[src/rtl/mem_ctrl_pkg.sv]
// Shared definitions for the memory read arbiter: FSM state encoding and
// default word/address widths.
package mem_ctrl_pkg;

    localparam int DEF_WORD_WIDTH = 16;
    localparam int DEF_ADDR_WIDTH = 4;

    typedef enum logic {
        IDLE  = 1'b0,
        BURST = 1'b1
    } state_t;

endpackage

[src/rtl/mem_rd_arbiter_if.sv]
// Requester and memory-side bus of the read arbiter.
// The arbiter connects to the slave modport; the requesters and the memory
// model connect to the master modport.
interface mem_rd_arbiter_if
    import mem_ctrl_pkg::*;
#(
    parameter int WORD_WIDTH = DEF_WORD_WIDTH,
    parameter int ADDR_WIDTH = DEF_ADDR_WIDTH
);

    // Requester side
    logic [1:0]            req;
    logic [ADDR_WIDTH-1:0] addr0;
    logic [ADDR_WIDTH-1:0] addr1;
    logic [ADDR_WIDTH-1:0] len0;
    logic [ADDR_WIDTH-1:0] len1;
    logic [1:0]            gnt;
    logic                  busy;
    logic [WORD_WIDTH-1:0] rd_data;
    logic                  rd_valid;
    logic                  rd_id;
    logic                  rd_last;

    // Memory side
    logic                  mem_en;
    logic [ADDR_WIDTH-1:0] mem_addr;
    logic [WORD_WIDTH-1:0] mem_rdata;

    modport slave (
        input  req, addr0, addr1, len0, len1, mem_rdata,
        output gnt, busy, rd_data, rd_valid, rd_id, rd_last, mem_en, mem_addr
    );

    modport master (
        output req, addr0, addr1, len0, len1, mem_rdata,
        input  gnt, busy, rd_data, rd_valid, rd_id, rd_last, mem_en, mem_addr
    );

endinterface

[src/rtl/rr_arb2.sv]
// Two-way arbiter with one-hot grant.
// Default build: round-robin, the requester not granted last wins a tie and
// requester 0 wins the first tie after reset.
// With MEM_RD_ARB_FIXED_PRIO_EN defined: requester 0 always wins a tie and
// the pointer register is removed.
// Grants are only produced while en_i is high.
module rr_arb2 (
    input  logic       clk,
    input  logic       rst,
    input  logic [1:0] req_i,
    input  logic       en_i,
    output logic [1:0] gnt_o
);

`ifdef MEM_RD_ARB_FIXED_PRIO_EN

    logic unused_clk_rst;
    assign unused_clk_rst = clk ^ rst;

    // Fixed priority: requester 0 first
    always_comb begin
        gnt_o = 2'b00;
        if (en_i) begin
            if (req_i[0]) begin
                gnt_o = 2'b01;
            end else if (req_i[1]) begin
                gnt_o = 2'b10;
            end
        end
    end

`else

    logic prio_q;   // 1: requester 1 wins the next tie
    logic prio_d;

    // Round-robin grant and pointer update on every issued grant
    always_comb begin
        gnt_o  = 2'b00;
        prio_d = prio_q;
        if (en_i) begin
            case (req_i)
                2'b01:   gnt_o = 2'b01;
                2'b10:   gnt_o = 2'b10;
                2'b11:   gnt_o = prio_q ? 2'b10 : 2'b01;
                default: gnt_o = 2'b00;
            endcase
        end
        if (gnt_o != 2'b00) begin
            prio_d = gnt_o[0];
        end
    end

    // Pointer register, favours requester 0 out of reset
    always_ff @(posedge clk) begin
        if (!rst) begin
            prio_q <= 1'b0;
        end else begin
            prio_q <= prio_d;
        end
    end

`endif

endmodule

[src/rtl/mem_rd_arbiter.sv]
// Two-requester burst read arbiter in front of an external synchronous
// memory (one-cycle read latency). A granted requester gets len+1
// consecutive reads starting at its address (wrapping at the top of the
// address space); data returns through a one-stage valid/id/last pipeline.
// Tie-break policy is selected by MEM_RD_ARB_FIXED_PRIO_EN (see rr_arb2).
module mem_rd_arbiter
    import mem_ctrl_pkg::*;
#(
    parameter int WORD_WIDTH = DEF_WORD_WIDTH,
    parameter int ADDR_WIDTH = DEF_ADDR_WIDTH
) (
    input  logic               clk,
    input  logic               rst,
    mem_rd_arbiter_if.slave    bus
);

    state_t                state_q, state_d;
    logic [ADDR_WIDTH-1:0] cur_addr_q, cur_addr_d;
    logic [ADDR_WIDTH-1:0] remain_q, remain_d;
    logic                  owner_q, owner_d;
    logic                  rd_valid_q, rd_id_q, rd_last_q;
    logic [1:0]            gnt;
    logic                  grant_en;
    logic                  issue;

    // Grants only from IDLE and never while reset is asserted
    assign grant_en = (state_q == IDLE) && rst;
    assign issue    = (state_q == BURST);

    rr_arb2 u_arb (
        .clk   (clk),
        .rst   (rst),
        .req_i (bus.req),
        .en_i  (grant_en),
        .gnt_o (gnt)
    );

    // Next-state: accept a grant in IDLE, walk the burst in BURST
    always_comb begin
        // NOTE: every variable gets a default before the case so no path
        // leaves it unassigned, which would infer a latch.
        state_d    = state_q;
        cur_addr_d = cur_addr_q;
        remain_d   = remain_q;
        owner_d    = owner_q;
        case (state_q)
            IDLE: begin
                if (gnt != 2'b00) begin
                    state_d    = BURST;
                    owner_d    = gnt[1];
                    cur_addr_d = gnt[1] ? bus.addr1 : bus.addr0;
                    remain_d   = gnt[1] ? bus.len1  : bus.len0;
                end
            end
            BURST: begin
                if (remain_q == '0) begin
                    // Address is left on the last issued word so mem_addr
                    // holds it through IDLE.
                    state_d = IDLE;
                end else begin
                    cur_addr_d = cur_addr_q + ADDR_WIDTH'(1);
                    remain_d   = remain_q - ADDR_WIDTH'(1);
                end
            end
            default: state_d = IDLE;
        endcase
    end

    // State, burst counters and the one-stage return pipeline
    always_ff @(posedge clk) begin
        // NOTE: non-blocking assignments so every flop samples values from
        // before this edge, independent of statement order.
        if (!rst) begin
            state_q    <= IDLE;
            cur_addr_q <= '0;
            remain_q   <= '0;
            owner_q    <= 1'b0;
            rd_valid_q <= 1'b0;
            rd_id_q    <= 1'b0;
            rd_last_q  <= 1'b0;
        end else begin
            state_q    <= state_d;
            cur_addr_q <= cur_addr_d;
            remain_q   <= remain_d;
            owner_q    <= owner_d;
            rd_valid_q <= issue;
            rd_id_q    <= owner_q;
            rd_last_q  <= issue && (remain_q == '0);
        end
    end

    // mem_en decodes a single state flop, so it is glitch-free for the
    // memory clock gate.
    assign bus.mem_en   = issue;
    assign bus.mem_addr = cur_addr_q;
    assign bus.gnt      = gnt;
    assign bus.rd_valid = rd_valid_q;
    assign bus.rd_id    = rd_id_q;
    assign bus.rd_last  = rd_last_q;
    assign bus.rd_data  = rd_valid_q ? bus.mem_rdata : '0;
    assign bus.busy     = issue | rd_valid_q;

endmodule

[src/flat_wrapper.sv]
// flat-port wrapper written by rule: the top's interface ports become plain ports
module mem_rd_arbiter_flat import mem_ctrl_pkg::*;
#(
    parameter int WORD_WIDTH = DEF_WORD_WIDTH,
    parameter int ADDR_WIDTH = DEF_ADDR_WIDTH
)
  (clk, rst, bus_req, bus_addr0, bus_addr1, bus_len0, bus_len1, bus_mem_rdata, bus_gnt, bus_busy, bus_rd_data, bus_rd_valid, bus_rd_id, bus_rd_last, bus_mem_en, bus_mem_addr);
  mem_rd_arbiter_if #(.WORD_WIDTH(WORD_WIDTH), .ADDR_WIDTH(ADDR_WIDTH)) bus_i ();
  input  logic clk;
  input  logic rst;
  input wire logic [$bits(bus_i.req)-1:0] bus_req;
  input wire logic [$bits(bus_i.addr0)-1:0] bus_addr0;
  input wire logic [$bits(bus_i.addr1)-1:0] bus_addr1;
  input wire logic [$bits(bus_i.len0)-1:0] bus_len0;
  input wire logic [$bits(bus_i.len1)-1:0] bus_len1;
  input wire logic [$bits(bus_i.mem_rdata)-1:0] bus_mem_rdata;
  output wire logic [$bits(bus_i.gnt)-1:0] bus_gnt;
  output wire logic [$bits(bus_i.busy)-1:0] bus_busy;
  output wire logic [$bits(bus_i.rd_data)-1:0] bus_rd_data;
  output wire logic [$bits(bus_i.rd_valid)-1:0] bus_rd_valid;
  output wire logic [$bits(bus_i.rd_id)-1:0] bus_rd_id;
  output wire logic [$bits(bus_i.rd_last)-1:0] bus_rd_last;
  output wire logic [$bits(bus_i.mem_en)-1:0] bus_mem_en;
  output wire logic [$bits(bus_i.mem_addr)-1:0] bus_mem_addr;
  assign bus_i.req = bus_req;
  assign bus_i.addr0 = bus_addr0;
  assign bus_i.addr1 = bus_addr1;
  assign bus_i.len0 = bus_len0;
  assign bus_i.len1 = bus_len1;
  assign bus_i.mem_rdata = bus_mem_rdata;
  assign bus_gnt = bus_i.gnt;
  assign bus_busy = bus_i.busy;
  assign bus_rd_data = bus_i.rd_data;
  assign bus_rd_valid = bus_i.rd_valid;
  assign bus_rd_id = bus_i.rd_id;
  assign bus_rd_last = bus_i.rd_last;
  assign bus_mem_en = bus_i.mem_en;
  assign bus_mem_addr = bus_i.mem_addr;
  mem_rd_arbiter #(.WORD_WIDTH(WORD_WIDTH), .ADDR_WIDTH(ADDR_WIDTH)) u_core (.clk(clk), .rst(rst), .bus(bus_i));
endmodule
[config.mk]
export PLATFORM = sky130hd
export DESIGN_NAME = mem_rd_arbiter_flat
export DESIGN_NICKNAME = d
export VERILOG_FILES = /design/src/rtl/mem_ctrl_pkg.sv /design/src/rtl/mem_rd_arbiter_if.sv /design/src/rtl/rr_arb2.sv /design/src/rtl/mem_rd_arbiter.sv /design/src/flat_wrapper.sv
export SDC_FILE = /design/constraint.sdc
export NUM_CORES = 1
export LEC_CHECK = 0
export CORE_AREA = 10 10 63 65
export DETAILED_ROUTE_END_ITERATION = 6
export DIE_AREA = 0 0 73 75
export GPL_TIMING_DRIVEN = 0
export PLACE_DENSITY = 0.88
export SLEW_MARGIN = 40
export SYNTH_ARGS = -nofsm -noshare
export SYNTH_HDL_FRONTEND = slang
export SYNTH_HIERARCHICAL = 1
export SYNTH_SLANG_ARGS = --single-unit
[constraint.sdc]
create_clock -name clk -period 2.75 [get_ports clk]
set_input_delay 0.275 -clock clk [delete_from_list [all_inputs] [get_ports clk]]
set_output_delay 0.275 -clock clk [all_outputs]
set_load 0.02 [all_outputs]
==> run_1/clocks.png <==
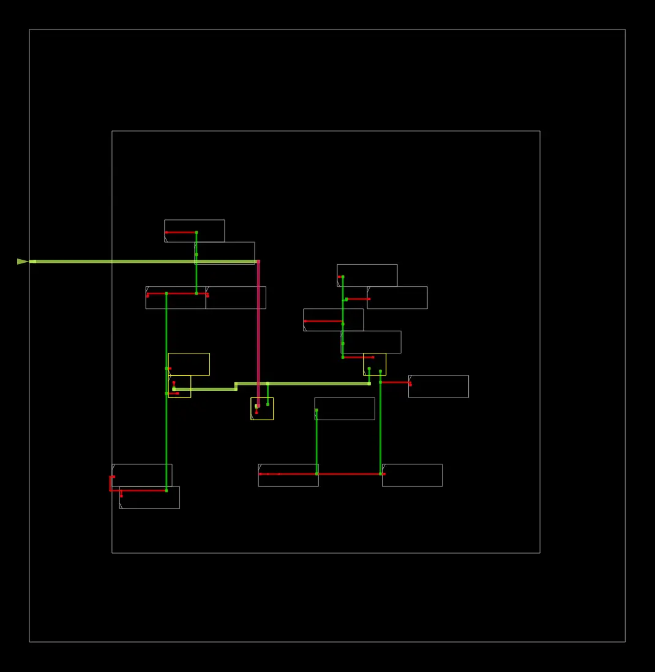
count of clock-net buffers in the final layout: 4
Clock net power: 0.148 mW
Clk Latency, worst-skew pair: 0.28 ns
clk_skew: 0.00253 ns
total clock buffers created by CTS: 3

==> run_1/detail.png <==
Bar = 10 µm. Region (22, 22) to (52, 52) µm. Cells in grey, sequential cells in the stronger grey; small squares are vias.
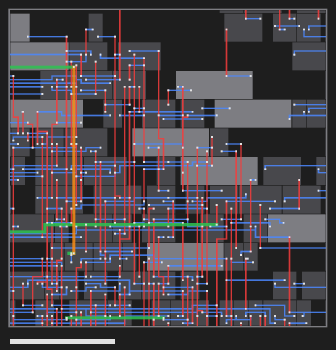
metal 3: drawn in green. metal 4: drawn in orange. metal 2: drawn in red. metal 1: drawn in blue.
Most frequent: dfxtp_1 (8), clkdlybuf4s50_1 (6), inv_1 (5). 71 logic cells have their middle in the window. Netlist names of flops here include u_core/remain_q (3). Sequential cells in the window: 8.

==> run_1/wires.png <==
Only two layers are drawn.
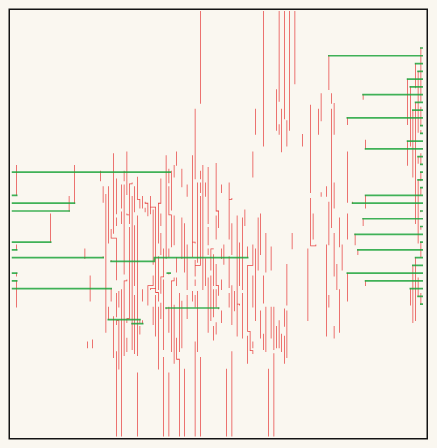
metal 3: drawn in green, wire length 281 µm. metal 2: drawn in red, wire length 1590 µm.
post-detailed-routing wire length: 3430 µm
total track usage: 0.121
wire length per cell after detailed routing: 16.6 µm
via count: 1060

==> out/qor.txt, run 1 <==
Commonest cells in the netlist -> sky130_fd_sc_hd__and2_1 (18), sky130_fd_sc_hd__dfxtp_1 (14), sky130_fd_sc_hd__o21ai_0 (8)
Reg2reg setup slack -> 0.33 ns
Cell Count Post-Placement -> 203
CTS Root Buffer Type -> sky130_fd_sc_hd__clkbuf_4
Post-route setup slack -> 0.185 ns
Top-area cell share -> 0.300
Achievable Freq -> 390 MHz
Count of inserted antenna diode cells -> 0
Multi-input combinational cell count -> 83
Max-capacitance violation count -> 0
Wire length of the first global-routing pass -> 5340 µm
Net Count, Synth -> 149
Data arrival time of the worst path -> 2.29 ns
GR Util met3 -> 0.0526
Hold Path End -> u_core/bus.rd_id$_SDFF_PN0_
Hold Crit Depth -> 1
AND/OR/NAND/NOR Cells, Area Fraction -> 0.291
Routing usage on met1 -> 0.134
Fraction of layout cells with a size suffix above 1 -> 0.120
Post-DRT Antenna Nets -> 0
Power consumed by combinational cells -> 0.340 mW
Delay-heaviest family, CP -> buffers and inverters
Clk sink count -> 14
MUX area fraction -> 0.0912
Number of DRC markers in iteration 0 -> 30
Switching share of total power -> 0.342
Count of buffers not belonging to the clock network in the layout -> 67
Internal power -> 0.492 mW
Data required time of the worst path -> 2.48 ns
Source of the worst register-to-register timing path -> u_core/bus.mem_en$_SDFF_PN0_
Pin count of the biggest net entering global routing -> 11
Time the final worst path needs with I/O delays and setup -> 2.57 ns
Met2 usage in global routing -> 0.208
YS warnings -> 6
Sequential fraction of design power -> 0.349
Multi-input logic portion of the cell area -> 0.366
Most frequent logic cell in the layout -> sky130_fd_sc_hd__clkdlybuf4s50_1
Top fanout value on the critical path -> 10
Outcome -> complete, no violations
CP max-delay cell -> sky130_fd_sc_hd__clkdlybuf4s50_1
Congestion Overflow GR -> 0
Design Area, Final -> 1630 µm²
Non-clk invs -> 7
Count of flip-flops with a built-in enable after synthesis -> 0
Final cell utilization of the core -> 0.601
Logic gate share of total power -> 0.454
Met1 layer wirelength in the final routing -> 1530 µm
Total net switching power -> 0.256 mW
# DRC -> 0
Port buffer count -> 62
Clk tree area frac -> 0.0223
Top Ports -> 63
Synth Area in Compound Gates -> 0.212
Final hold violations -> 0
Post-synthesis area per instance -> 8.49 µm²
Initial antenna violation count -> 0
Initial core utilization -> 0.344
Placeable core area -> 2710 µm²
Synthesis-to-finish area growth -> 74.4%
CP Capture Point -> bus_gnt[1]
Group with the largest share of power -> combinational logic
Filler instances -> 248
Worst flop-to-flop path endpoint -> u_core/bus.mem_addr[2]$_SDFFE_PN0P_
Cell count after synthesis -> 110
==> run_1/layer_met1.png <==
Supply wires on this layer in grey.
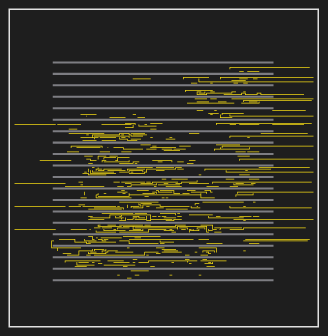

--- run 2 (diff from run 1) ---
GPL_TIMING_DRIVEN = 1   (was 0)
==> run_2/layer_met1.png <==
Supply wires on this layer in grey.
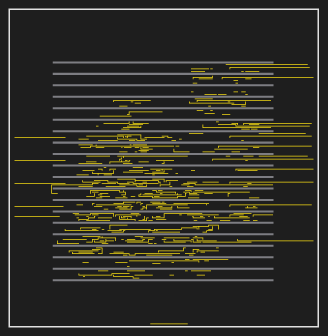
The longest straight run is 23.9 µm. The layer holds 41% of the routed length.
via count: 1051
routing usage on met1: 0.132
post-detailed-routing wire length: 3350 µm

==> run_2/clocks.png <==
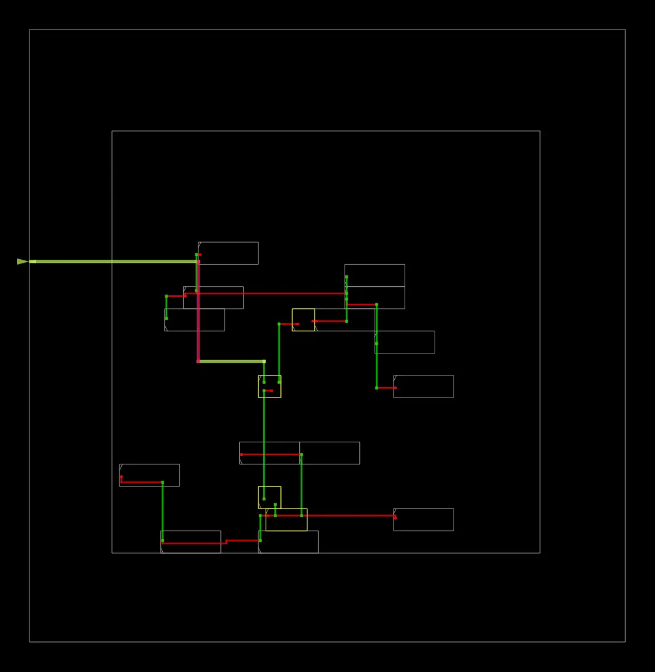
clk_skew: 0.00126 ns
final sequential cell count: 14
Clk Latency, worst-skew pair: 0.27 ns
clk sink count: 14
Clock net power: 0.146 mW

==> run_2/wires.png <==
Only two layers are drawn.
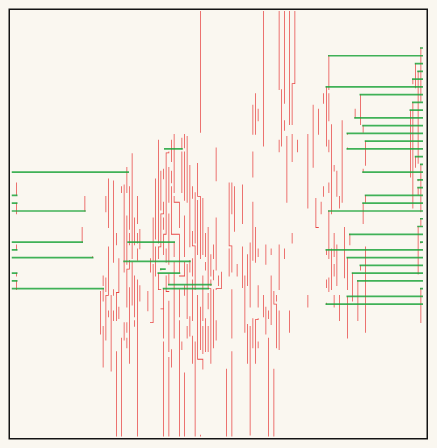
metal 3: drawn in green, wire length 388 µm. metal 2: drawn in red, wire length 1560 µm.
wire length per cell after detailed routing: 16.3 µm
total track usage: 0.118

==> out/qor.txt, run 2 <==
Outcome -> complete, no violations (unchanged)
Design Area, Final -> 1630 µm² (about the same)
Met1 layer wirelength in the final routing -> 1370 µm (was 1530 µm)
Met2 usage in global routing -> 0.195 (was 0.208)
Worst flop-to-flop path endpoint -> u_core/bus.mem_addr[3]$_SDFFE_PN0P_ (was u_core/bus.mem_addr[2]$_SDFFE_PN0P_)
CP Capture Point -> bus_gnt[1] (unchanged)
Fraction of layout cells with a size suffix above 1 -> 0.126 (was 0.120)
Most frequent logic cell in the layout -> sky130_fd_sc_hd__clkdlybuf4s50_1 (unchanged)
Top-area cell share -> 0.300 (unchanged)
Cell Count Post-Placement -> 202 (was 203)
Source of the worst register-to-register timing path -> u_core/bus.mem_en$_SDFF_PN0_ (unchanged)
Switching share of total power -> 0.338 (was 0.342)
Synth Area in Compound Gates -> 0.212 (unchanged)
Power consumed by combinational cells -> 0.335 mW (was 0.340 mW)
CTS Root Buffer Type -> sky130_fd_sc_hd__clkbuf_4 (unchanged)
Clk tree area frac -> 0.0222 (was 0.0223)
# DRC -> 0 (unchanged)
Initial antenna violation count -> 0 (unchanged)
Internal power -> 0.492 mW (about the same)
Data arrival time of the worst path -> 2.02 ns (was 2.29 ns)
YS warnings -> 6 (unchanged)
Hold Crit Depth -> 1 (unchanged)
Sequential fraction of design power -> 0.353 (was 0.349)
Synthesis-to-finish area growth -> 74.8% (was 74.4%)
Port buffer count -> 62 (unchanged)
MUX area fraction -> 0.0912 (unchanged)
Count of flip-flops with a built-in enable after synthesis -> 0 (unchanged)
Top Ports -> 63 (unchanged)
Delay-heaviest family, CP -> buffers and inverters (unchanged)
Initial core utilization -> 0.344 (unchanged)
Hold Path End -> u_core/bus.rd_id$_SDFF_PN0_ (unchanged)
Reg2reg setup slack -> 0.95 ns (was 0.33 ns)
Post-DRT Antenna Nets -> 0 (unchanged)
CP max-delay cell -> sky130_fd_sc_hd__clkdlybuf4s50_1 (unchanged)
Achievable Freq -> 437 MHz (was 390 MHz)
Top fanout value on the critical path -> 5 (was 10)
==> run_2/detail.png <==
Bar = 10 µm. Region (22, 22) to (52, 52) µm. Cells in grey, sequential cells in the stronger grey; small squares are vias.
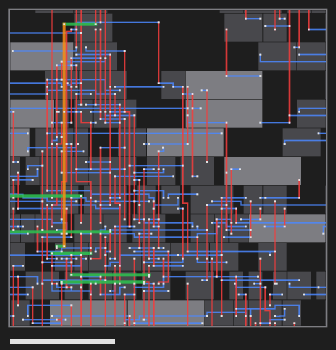

--- run 3 (diff from run 2) ---
CORE_AREA = 10 10 66 68   (was 10 10 63 65)
DIE_AREA = 0 0 76 78   (was 0 0 73 75)
PLACE_DENSITY = 0.84   (was 0.88)
clock period = 2.05 ns   (was 2.75 ns; I/O delays follow)
==> run_3/detail.png <==
Bar = 10 µm. Region (23, 24) to (53, 54) µm. Cells in grey, sequential cells in the stronger grey; small squares are vias.
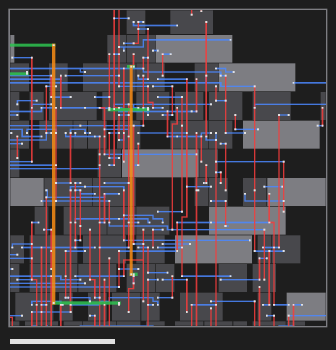
metal 1: drawn in blue. metal 2: drawn in red. metal 4: drawn in orange. metal 3: drawn in green.
Sequential cells in the window: 8. Netlist names of flops here include u_core/bus.mem_addr (2). Most frequent: dfxtp_1 (8), inv_1 (5), o21ai_0 (5). 63 logic cells have their middle in the window.

==> run_3/wires.png <==
Only two layers are drawn.
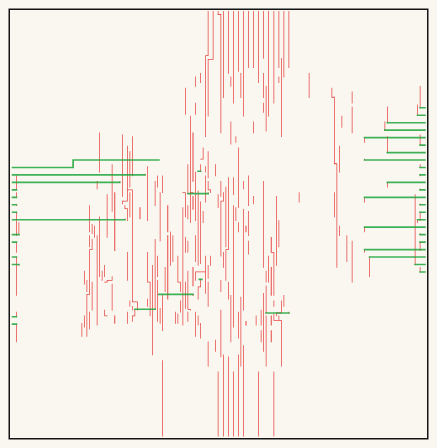
metal 2: drawn in red, wire length 1360 µm. metal 3: drawn in green, wire length 224 µm.
via count: 1039
total track usage: 0.0968
post-detailed-routing wire length: 2900 µm
wire length per cell after detailed routing: 12.8 µm

==> out/qor.txt, run 3 <==
Outcome -> complete, no violations (unchanged)
Top-area cell share -> 0.300 (unchanged)
CTS Root Buffer Type -> sky130_fd_sc_hd__clkbuf_4 (unchanged)
Clk tree area frac -> 0.0213 (was 0.0222)
Clock net power -> 0.206 mW (was 0.146 mW)
CP Capture Point -> bus_busy (was bus_gnt[1])
Post-DRT Antenna Nets -> 0 (unchanged)
Placeable core area -> 3180 µm² (was 2710 µm²)
Power consumed by combinational cells -> 0.454 mW (was 0.335 mW)
Worst vdd rail ir drop -> 0.000316 V (was 0.000342 V)
Congestion Overflow GR -> 0 (unchanged)
MUX area fraction -> 0.0912 (unchanged)
Non-clk invs -> 7 (unchanged)
Sequential fraction of design power -> 0.350 (was 0.353)
Max-capacitance violation count -> 0 (unchanged)
# DRC -> 0 (unchanged)
WL met3 -> 223 µm (was 387 µm)
Synth Area in Compound Gates -> 0.212 (unchanged)
Clk sink count -> 14 (unchanged)
Hold Crit Depth -> 1 (unchanged)
Logic gate share of total power -> 0.448 (was 0.451)
Final cell utilization of the core -> 0.537 (was 0.602)
Post-synthesis area per instance -> 8.49 µm² (unchanged)
Post-route setup slack -> 0.118 ns (was 0.460 ns)
Count of flip-flops with a built-in enable after synthesis -> 0 (unchanged)
Data required time of the worst path -> 1.85 ns (was 2.48 ns)
GR Util met3 -> 0.0380 (was 0.0486)
Top Ports -> 63 (unchanged)
Met2 usage in global routing -> 0.160 (was 0.195)
Resized cells post-CTS -> 1 (was 0)
Data arrival time of the worst path -> 1.73 ns (was 2.02 ns)
Port buffer count -> 62 (unchanged)
Initial antenna violation count -> 0 (unchanged)
Count of buffers not belonging to the clock network in the layout -> 72 (was 67)
Achievable Freq -> 518 MHz
Net Count, Synth -> 149 (unchanged)
Final hold violations -> 0 (unchanged)
Fraction of layout cells with a size suffix above 1 -> 0.167 (was 0.126)
Cell count after synthesis -> 110 (unchanged)
AND/OR/NAND/NOR Cells, Area Fraction -> 0.291 (unchanged)
Number of buffers inserted by hold repair at cts -> 0 (unchanged)
Delay-heaviest family, CP -> buffers and inverters (unchanged)
Switching share of total power -> 0.336 (was 0.338)
Count of clock-net buffers in the final layout -> 4 (unchanged)
Logic cell area -> 609 µm² (was 592 µm²)
Count of inserted antenna diode cells -> 0 (unchanged)
Post-synthesis sequential element count -> 14 (unchanged)
Pin count of the biggest net entering global routing -> 19 (was 31)
Hold Path End -> u_core/bus.rd_id$_SDFF_PN0_ (unchanged)
Most used flip-flop cell after synthesis -> sky130_fd_sc_hd__dfxtp_1 (unchanged)
Met1 layer wirelength in the final routing -> 1270 µm (was 1370 µm)
Cell Count Post-Placement -> 222 (was 202)
Total net switching power -> 0.342 mW (was 0.251 mW)
Design Area, Final -> 1710 µm² (was 1630 µm²)
Source of the worst register-to-register timing path -> u_core/bus.mem_en$_SDFF_PN0_ (unchanged)
CP max-delay cell -> sky130_fd_sc_hd__clkdlybuf4s50_1 (unchanged)
Group with the largest share of power -> combinational logic (unchanged)
Commonest cells in the netlist -> sky130_fd_sc_hd__and2_1 (18), sky130_fd_sc_hd__dfxtp_1 (14), sky130_fd_sc_hd__o21ai_0 (8) (unchanged)
Multi-input combinational cell count -> 83 (unchanged)
Worst flop-to-flop path endpoint -> u_core/bus.mem_addr[3]$_SDFFE_PN0P_ (unchanged)
Number of DRC markers in iteration 0 -> 18 (was 30)
Internal power -> 0.674 mW (was 0.492 mW)
Most frequent logic cell in the layout -> sky130_fd_sc_hd__clkdlybuf4s50_1 (unchanged)
YS warnings -> 6 (unchanged)
Routing usage on met1 -> 0.107 (was 0.132)
Reg2reg setup slack -> 0.23 ns (was 0.95 ns)
Number of rows in the core area -> 21 (was 19)
Synthesis-to-finish area growth -> 82.8% (was 74.8%)
Filler instances -> 299 (was 244)
Final sequential cell count -> 14 (unchanged)
Time the final worst path needs with I/O delays and setup -> 1.93 ns
Multi-input logic portion of the cell area -> 0.357 (was 0.363)
==> run_3/clocks.png <==
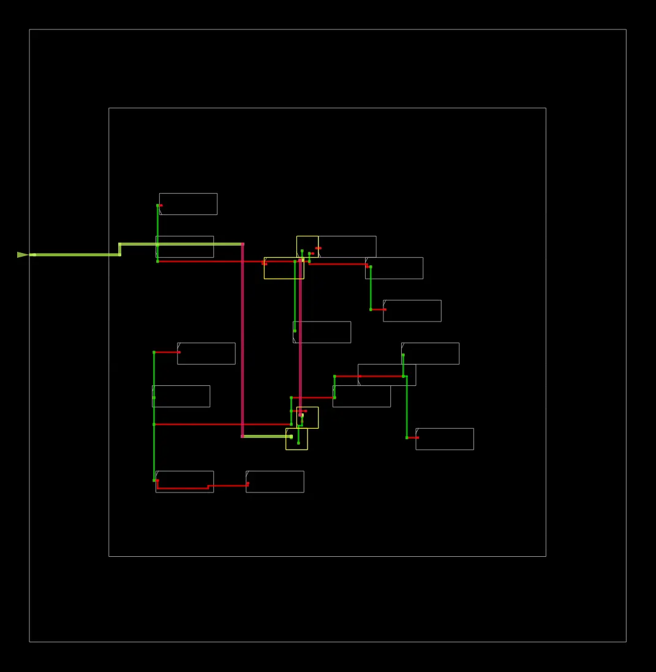
clk_skew: 0.0102 ns
Clk Latency, worst-skew pair: 0.29 ns


==> layout pictures side by side <==
Wires at chosen ports, followed through buffers.
Bar = 20 µm.
panel A
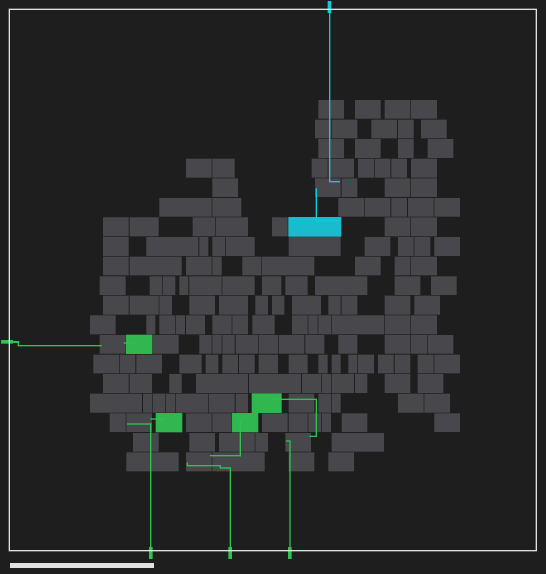
panel B
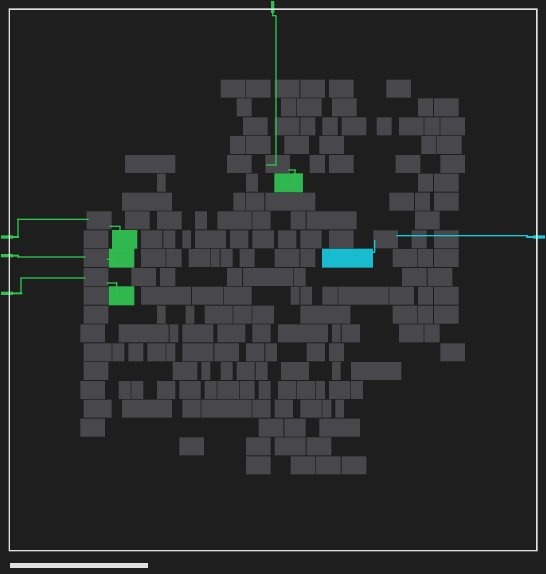
| picture | from |
|---|---|
| panel B | run 3 |
| panel A | run 2 |

Key to panel B:
bus_rd_last: drawn in cyan, bits 1, direction output, edge right, end cells 1, buffers 1, wire 22.0 µm. bus_addr1: drawn in green, bits 4, direction input, edge 3 left, 1 top, end cells 4, buffers 4, wire 69.9 µm.

Power and IR drop assume default switching activity.
